Figure 1. Logic cells by family (run 1).
Scale: 4 px per um.
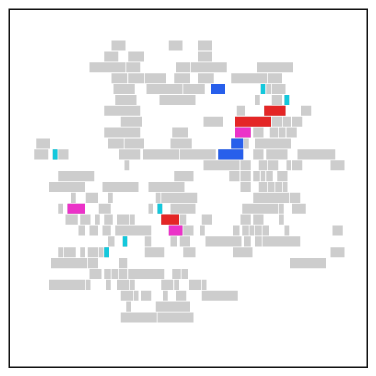
Figure 2. Signal wires by layer (run 1).
Scale: 4 px per um. Two of the layers only.
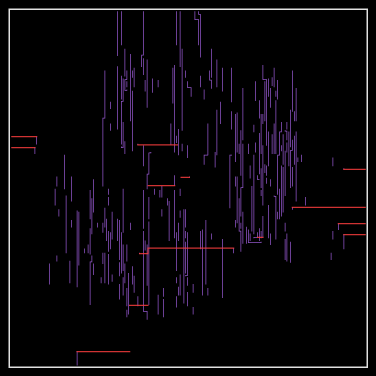
Figure 3. Signal metal coverage by tile (run 1).
Scale: 3 px per um. The die is cut into 18 by 18 equal tiles; dark purple is low, yellow is high, scaled to the fullest tile. Values are wire area over tile area, all layers added.
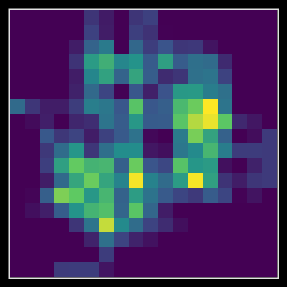
File: src/rtl/tx_uart.sv
// tx_uart: parameterised UART transmitter.
//
// Frame on tx: one start bit (0), BIT_MAX data bits LSB first, an optional parity
// bit, then one stop bit (1). Each bit lasts BPS_MAX clock cycles.
//
// Parameters:
//   BPS_MAX  clock cycles per serial bit (2 .. 2^26-1)
//   BIT_MAX  data bits per frame (5 .. 9)
//   PARITY   0 = none, 1 = odd, 2 = even
//
// Ports:
//   clk       clock, rising edge
//   rst       asynchronous active-high reset
//   tx_data   byte to send, captured on the accept edge
//   tx_valid  send request
//   tx_ready  high while idle; accept = tx_valid & tx_ready at a rising edge
//   tx        registered serial output, idle high
//   tx_done   one-cycle pulse in the cycle after the stop bit ends
module tx_uart #(
  parameter int unsigned BPS_MAX = 5208,
  parameter int unsigned BIT_MAX = 8,
  parameter int unsigned PARITY  = 0
) (
  input  logic               clk,
  input  logic               rst,
  input  logic [BIT_MAX-1:0] tx_data,
  input  logic               tx_valid,
  output logic               tx_ready,
  output logic               tx,
  output logic               tx_done
);

  localparam int unsigned      BaudW    = $clog2(BPS_MAX);
  localparam int unsigned      BitW     = $clog2(BIT_MAX);
  localparam logic [BaudW-1:0] BaudLast = BaudW'(BPS_MAX - 1);
  localparam logic [BitW-1:0]  BitLast  = BitW'(BIT_MAX - 1);
  localparam logic             HasPar   = (PARITY != 0);
  localparam logic             ParInv   = (PARITY == 1);

  typedef enum logic [2:0] {
    StIdle,
    StStart,
    StData,
    StParity,
    StStop
  } state_e;

  state_e             state_q;
  logic [BaudW-1:0]   baud_q;
  logic [BitW-1:0]    bit_q;
  logic [BIT_MAX-1:0] shreg_q;
  logic               par_q;
  logic               tx_q;
  logic               ready_q;
  logic               done_q;
  logic               bit_end;

  // Last cycle of the current bit period.
  assign bit_end = (baud_q == BaudLast);

  always_ff @(posedge clk or posedge rst) begin
    if (rst) begin
      state_q <= StIdle;
      baud_q  <= '0;
      bit_q   <= '0;
      shreg_q <= '0;
      par_q   <= 1'b0;
      tx_q    <= 1'b1;
      ready_q <= 1'b1;
      done_q  <= 1'b0;
    end else begin
      done_q <= 1'b0;

      // Baud counter parks at 0 while idle and wraps at every bit boundary.
      if (state_q == StIdle || bit_end) begin
        baud_q <= '0;
      end else begin
        baud_q <= baud_q + 1'b1;
      end

      case (state_q)
        StIdle: begin
          if (tx_valid) begin
            state_q <= StStart;
            ready_q <= 1'b0;
            tx_q    <= 1'b0;
            shreg_q <= tx_data;
            // Parity is fixed at accept time so later shifts do not disturb it.
            par_q   <= (^tx_data) ^ ParInv;
          end
        end

        StStart: begin
          if (bit_end) begin
            state_q <= StData;
            bit_q   <= '0;
            tx_q    <= shreg_q[0];
          end
        end

        StData: begin
          if (bit_end) begin
            if (bit_q == BitLast) begin
              if (HasPar) begin
                state_q <= StParity;
                tx_q    <= par_q;
              end else begin
                state_q <= StStop;
                tx_q    <= 1'b1;
              end
            end else begin
              bit_q   <= bit_q + 1'b1;
              shreg_q <= shreg_q >> 1;
              // Bit 1 of the unshifted register is the next bit on the line.
              tx_q    <= shreg_q[1];
            end
          end
        end

        StParity: begin
          if (bit_end) begin
            state_q <= StStop;
            tx_q    <= 1'b1;
          end
        end

        StStop: begin
          if (bit_end) begin
            state_q <= StIdle;
            ready_q <= 1'b1;
            done_q  <= 1'b1;
          end
        end

        default: begin
          state_q <= StIdle;
          ready_q <= 1'b1;
          tx_q    <= 1'b1;
        end
      endcase
    end
  end

  assign tx_ready = ready_q;
  assign tx       = tx_q;
  assign tx_done  = done_q;

endmodule

File: config.mk
export PLATFORM = sky130hd
export DESIGN_NAME = tx_uart
export DESIGN_NICKNAME = d
export VERILOG_FILES = /design/src/rtl/tx_uart.sv
export SDC_FILE = /design/constraint.sdc
export NUM_CORES = 1
export LEC_CHECK = 0
export ABC_AREA = 0
export CAP_MARGIN = 20
export CORE_MARGIN = 5
export CORE_UTILIZATION = 25
export CTS_CLUSTER_SIZE = 20
export DETAILED_ROUTE_END_ITERATION = 10
export PLACE_DENSITY_LB_ADDON = 0.15
export SLEW_MARGIN = 10
export SYNTH_ARGS = -nofsm -noshare
export SYNTH_HDL_FRONTEND = slang
export SYNTH_SLANG_ARGS = --single-unit
File: constraint.sdc
create_clock -name clk -period 1.9 [get_ports clk]
set_input_delay 0.19 -clock clk [delete_from_list [all_inputs] [get_ports clk]]
set_output_delay 0.19 -clock clk [all_outputs]
set_load 0.05 [all_outputs]
==> flow_summary.ini, run 1 <==
; yosys + openroad results
[grt]
grt_max_degree = 31
antenna_found_initial = 0

[synthesis]
seq_area_frac_synth = 0.4812
synth_nets = 158
synth.cellmix.compoundShare = 0.05995
yosys.area_share.simple = 0.2006
synth_top_cell_by_count = dfrtp_1
ys_cells = 144
edf_count = 0
synth-main-ff-cell = dfrtp_1
avgSynthCellArea_um2 = 10.87
top_logic_kind = simple AND/OR/NAND/NOR gates
fa_ha_area_frac = 0.02398
area_leaders = dfrtp_1, mux2_4, mux2_2, xnor2_1, nor2_1

[routing]
wire_per_inst_um = 12.77
detail_route.iter0.violations = 43
vias = 1136
drc_errors = 0
viasPerCell = 4.472
drt_first_pass_iters = 4

[placed_design]
dpl.cell_count = 245
dpl.hpwl_um = 2309
io_buffers = 13
pre_cts_slack_ns = -0.1109

[clock_network]
postCtsResizedCells = 3
root_buffer = clkbuf_8
clkTransAtPathRegs_ns = 0.07
clock-sinks = 30
cts.path.max_buffers = 2

[timing]
skew_ns = 0.006986
final_max_slew_viol_count = 0
finalWorstSetupSlack_ns = -0.02016
hold_viol = 0
worst_slew_margin_rel = 0.6716
max_freq_mhz = 520.8
finalSetupViolations = 7
rsz0062_at_grt = true

[finish]
area_growth_pct = 28.86
ff_latch_area_um2 = 753.2
drive_above_1_share = 0.3017

[power_and_ir_drop]
max-vdd-ir-drop_mv = 0.2604
p_leak_nw = 0.9032

[die]
die-width_um = 89.13
rows = 28
core_area_mm2 = 0.005991

[worst_setup_path]
crit_arrival_ns = 2.08
cp_slowest_stage_delay_ns = 0.39
r2r_slack_ns = -0.02
cp_slowest_cell = dfrtp_1
crit_path_end_kind = register
crit_type = reg -> reg
crit_fanout = 8
cp.required_ns = 2.06
start_kind = register
r2r-end = shreg_q[4]$_DFFE_PP0P_
crit_chain = ha_2 -> ha_4 -> or3b_4 -> o31a_4 -> mux2_4

[run_status]
violations = negative setup slack
status = finished, violations left

[min_path]
hold_path.class = in -> async
Back to the opening pictures, Figure 1:
| color | family | cells |
|---|---|---|
| blue | AND-OR and OR-AND gates | 3 |
| magenta | AND and OR gates | 3 |
| red | adder and majority cells | 3 |
| cyan | inverters | 6 |

Back to the opening pictures, Figure 2:
| color | layer | wire length |
|---|---|---|
| red | met3 | 110 um |
| purple | met2 | 1490 um |

Back to the opening pictures, Figure 3:
fullest tile: 0.33
nearly empty tiles: 44%
emptiest ninth of the die: lower right

==> run 1: cell usage in the layout (no fill, tap or decap), types with 2 or more instances in the layout <==
master and n:
xor2_1 2, mux2_2 7, nand4_1 2, nor4_1 4, dfrtp_1 28, inv_1 6
nand2b_1 2, mux2i_1 2, mux2_4 8, nor2_1 20, clkdlybuf4s50_1 12, clkinv_2 2
a21oi_1 3, nand3_1 6, buf_4 21, clkbuf_8 5, dfstp_2 2, o31ai_1 3
xnor2_1 9, nor3_1 5, o21ai_0 3, nand2_1 9
==> run 1: layer usage <==
layer,vias up,wire length [um],GRT usage
met3,7,109,0.02857
met1,546,1574,0.1270
li1,568,-,-
met2,15,1491,0.1433
met5,-,0,0
met4,0,68,0.04060
==> run 1: report_power, final <==
group / leakage, nW / switching (mW) / internal, mW
registers: 0.376 / 0.00446 / 0.647
clock network: 0.0450 / 0.241 / 0.253
logic: 0.482 / 0.0201 / 0.0354
==> run 1: area by class of cell <==
type | instances | area share
multi-input cells | 102 | 0.3902
clock buffers | 6 | 0.03598
repair buffers | 33 | 0.1377
clock inverters | 2 | 0.004963
well taps | 75 | 0.04653
inverters | 6 | 0.01117
flip-flops and latches | 30 | 0.3734
==> run 1: stage by stage <==
step | instance area, um2 | hold slack (ns) | TNS, ns
floorplan | 1573 | 0.2793 | 0
global placement | 1904 | 0.4579 | -0.5894
detailed placement | 1904 | 0.4672 | -0.7715
CTS | 2006 | 0.2984 | -0.09564
global route | 2017 | 0.3210 | -0.4824
finish | 2017 | 0.2876 | -0.1001
==> run 1: registers in the layout (all words and copies together) (netlist names) <==
signal,flops
shreg_q,8
bit_q,3
tx_done,1
tx_ready,1
baud_q,13
tx,1
state_q,3
## Run 2: what changed since run 1
--- a/config.mk
+++ b/config.mk
@@ -8,7 +8,7 @@
 export ABC_AREA = 0
 export CAP_MARGIN = 20
 export CORE_MARGIN = 5
-export CORE_UTILIZATION = 25
+export CORE_UTILIZATION = 51
 export CTS_CLUSTER_SIZE = 20
 export DETAILED_ROUTE_END_ITERATION = 10
 export PLACE_DENSITY_LB_ADDON = 0.15
==> flow_summary.ini, run 2 <==
; yosys + openroad results
[clock_network]
root_buffer = clkbuf_4
clock-sinks = 30
cts.path.max_buffers = 2
clkTransAtPathRegs_ns = 0.10

[power_and_ir_drop]
pg_clk_mw = 0.362
powerComb_mw = 0.0549
power_leader = sequential cells
max-vdd-ir-drop_mv = 0.3898
swShare = 0.2304
p_seq_mw = 0.651
netSwitchingPower_mw = 0.2460
power.share.clock = 0.339
p_leak_nw = 0.9178
p_comb_frac = 0.051
sequentialPowerShare = 0.609
intPower_mw = 0.8220

[synthesis]
ys_cells = 144
edf_count = 0
synth_nets = 158
synth_top_cell_by_count = dfrtp_1

[die]
core_area_mm2 = 0.003003
die-width_um = 65.40
rows = 20

[worst_setup_path]
crit_type = reg -> reg
crit_fanout = 8
cp.required_ns = 2.11
crit_path_end_kind = register
start_kind = register

[finish]
antenna_cells = 0
area_growth_pct = 23.26
top_regs = baud_q: 13 flops, shreg_q: 8 flops
stdcell_area_mm2 = 0.001929
drive_above_1_share = 0.2881
lay_top_count = dfrtp_1
largest_register_ffs = 13
ff_latch_area_um2 = 753.2

[grt]
antenna_found_initial = 0
grt_use_met1 = 0.2234
met2_usage = 0.2680
grt_max_degree = 31
top_usage_layer = met2
grt_use_met3 = 0.04274

[timing]
setup_tns_ns = -0.1576
skew_ns = 0.01234
max_freq_mhz = 517.9
rsz0062_at_grt = true
hold_viol = 0
worst_slew_margin_rel = 0.6665
final_max_slew_viol_count = 0
finalWorstSetupSlack_ns = -0.03074
finalSetupViolations = 7

[routing]
highest_layer = met4
wl_met2_um = 1465
wl_met1_um = 1432
detail_route.iter0.violations = 59
drc_errors = 0
wl_met3_um = 100
drt_first_pass_iters = 4
viasPerCell = 5.481

[placed_design]
dpl.cell_count = 199
io_buffers = 13
dpl.hpwl_um = 2216

[run_status]
violations = negative setup slack
status = finished, violations left
==> run 2: cell counts after synthesis <==
Identical to the previous run, type by type.
==> run 2: worst paths after layout <==
check | from | endpoint | slack (ns) | cells after the start
setup / recovery | bit_q[0]$_DFFE_PP0P_ | shreg_q[3]$_DFFE_PP0P_ | -0.03 | 5
hold / removal | rst | baud_q[8]$_DFF_PP0_ | 0.22 | 3
min in group clk | baud_q[0]$_DFF_PP0_ | baud_q[0]$_DFF_PP0_ | 0.47 | 1
max in group asynchronous | rst | tx_ready$_DFFE_PP1P_ | 1.36 | 3
setup reg to reg | bit_q[0]$_DFFE_PP0P_ | shreg_q[3]$_DFFE_PP0P_ | -0.03 | 5
hold reg to reg | baud_q[0]$_DFF_PP0_ | baud_q[0]$_DFF_PP0_ | 0.47 | 1
==> run 2: logic make-up (layout without fill, tap and decap cells) <==
group / count (synthesis) / after routing / synth area share
AND-OR/OR-AND: 14 / 14 / 0.05995
flip-flops: 30 / 30 / 0.4812
adder cells (fa/ha/maj): 3 / 3 / 0.02398
buffers and inverters: 12 / 45 / 0.03516
XOR/XNOR: 11 / 11 / 0.06156
AND/OR/NAND/NOR: 57 / 57 / 0.2006
multiplexers: 17 / 17 / 0.1375
==> run 2: cell type report <==
class,instances,area share
inverters,6,0.01167
repair buffers,31,0.1420
clock buffers,6,0.02140
multi-input cells,102,0.4079
flip-flops and latches,30,0.3904
clock inverters,2,0.005188
well taps,33,0.02140
==> run 2: critical path, stage by stage (launching register included) <==
cell and delay, ns:
dfrtp_1 0.40, ha_2 0.21, ha_4 0.16, or3b_4 0.38, o31a_4 0.36, mux2_4 0.31
==> run 2: repair_timing <==
action                     in CTS  in global routing
gates resized                   4                  3
setup endpoints to repair       9                 12
buffers inserted                2                  1
pin swaps                       0                  1
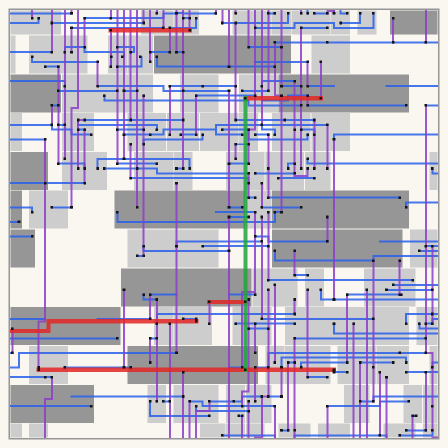
Figure 4: run 2, layout detail.
Window x 18 to 48, y 18 to 48 um. Cells in gray, sequential cells in the stronger gray; small squares are vias.
| color | layer |
|---|---|
| green | met4 |
| red | met3 |
| purple | met2 |
| blue | met1 |
sequential cells in the window: 9
netlist names of flops here include: `baud_q` (3), `shreg_q` (2), `state_q` (2)
most frequent: nor2_1 (9), buf_4 (8), dfrtp_1 (7)
cells with their middle in the window: 60

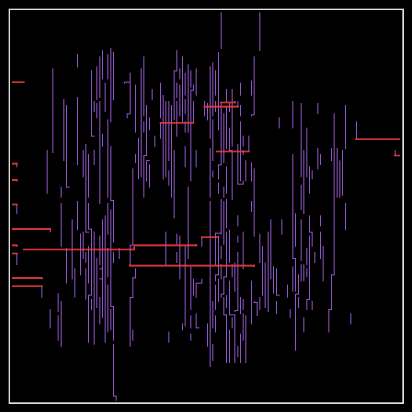
Figure 5: run 2, signal wires by layer.
Scale: 6 px per um. Two of the layers only.
| color | layer | wire length |
|---|---|---|
| purple | met2 | 1470 um |
| red | met3 | 100 um |

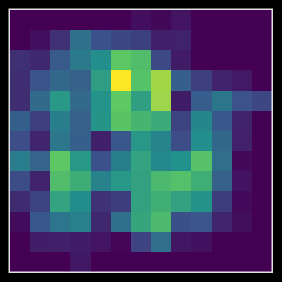
Figure 6: run 2, signal metal coverage by tile.
Scale: 4 px per um. The die is cut into 13 by 13 equal tiles; dark purple is low, yellow is high, scaled to the fullest tile. Values are wire area over tile area, all layers added.
mean over tiles: 0.11
emptiest ninth of the die: upper right
nearly empty tiles: 26%
tiles over half the peak: 20%
densest ninth of the die: center
fullest tile: 0.44
GRT Total Usage: 0.1726
total vias in the final route: 1151
final wirelength: 3044 um
Routed WL per cell: 14.50 um

No activity file was given, so power comes from the tool's default toggle rates.
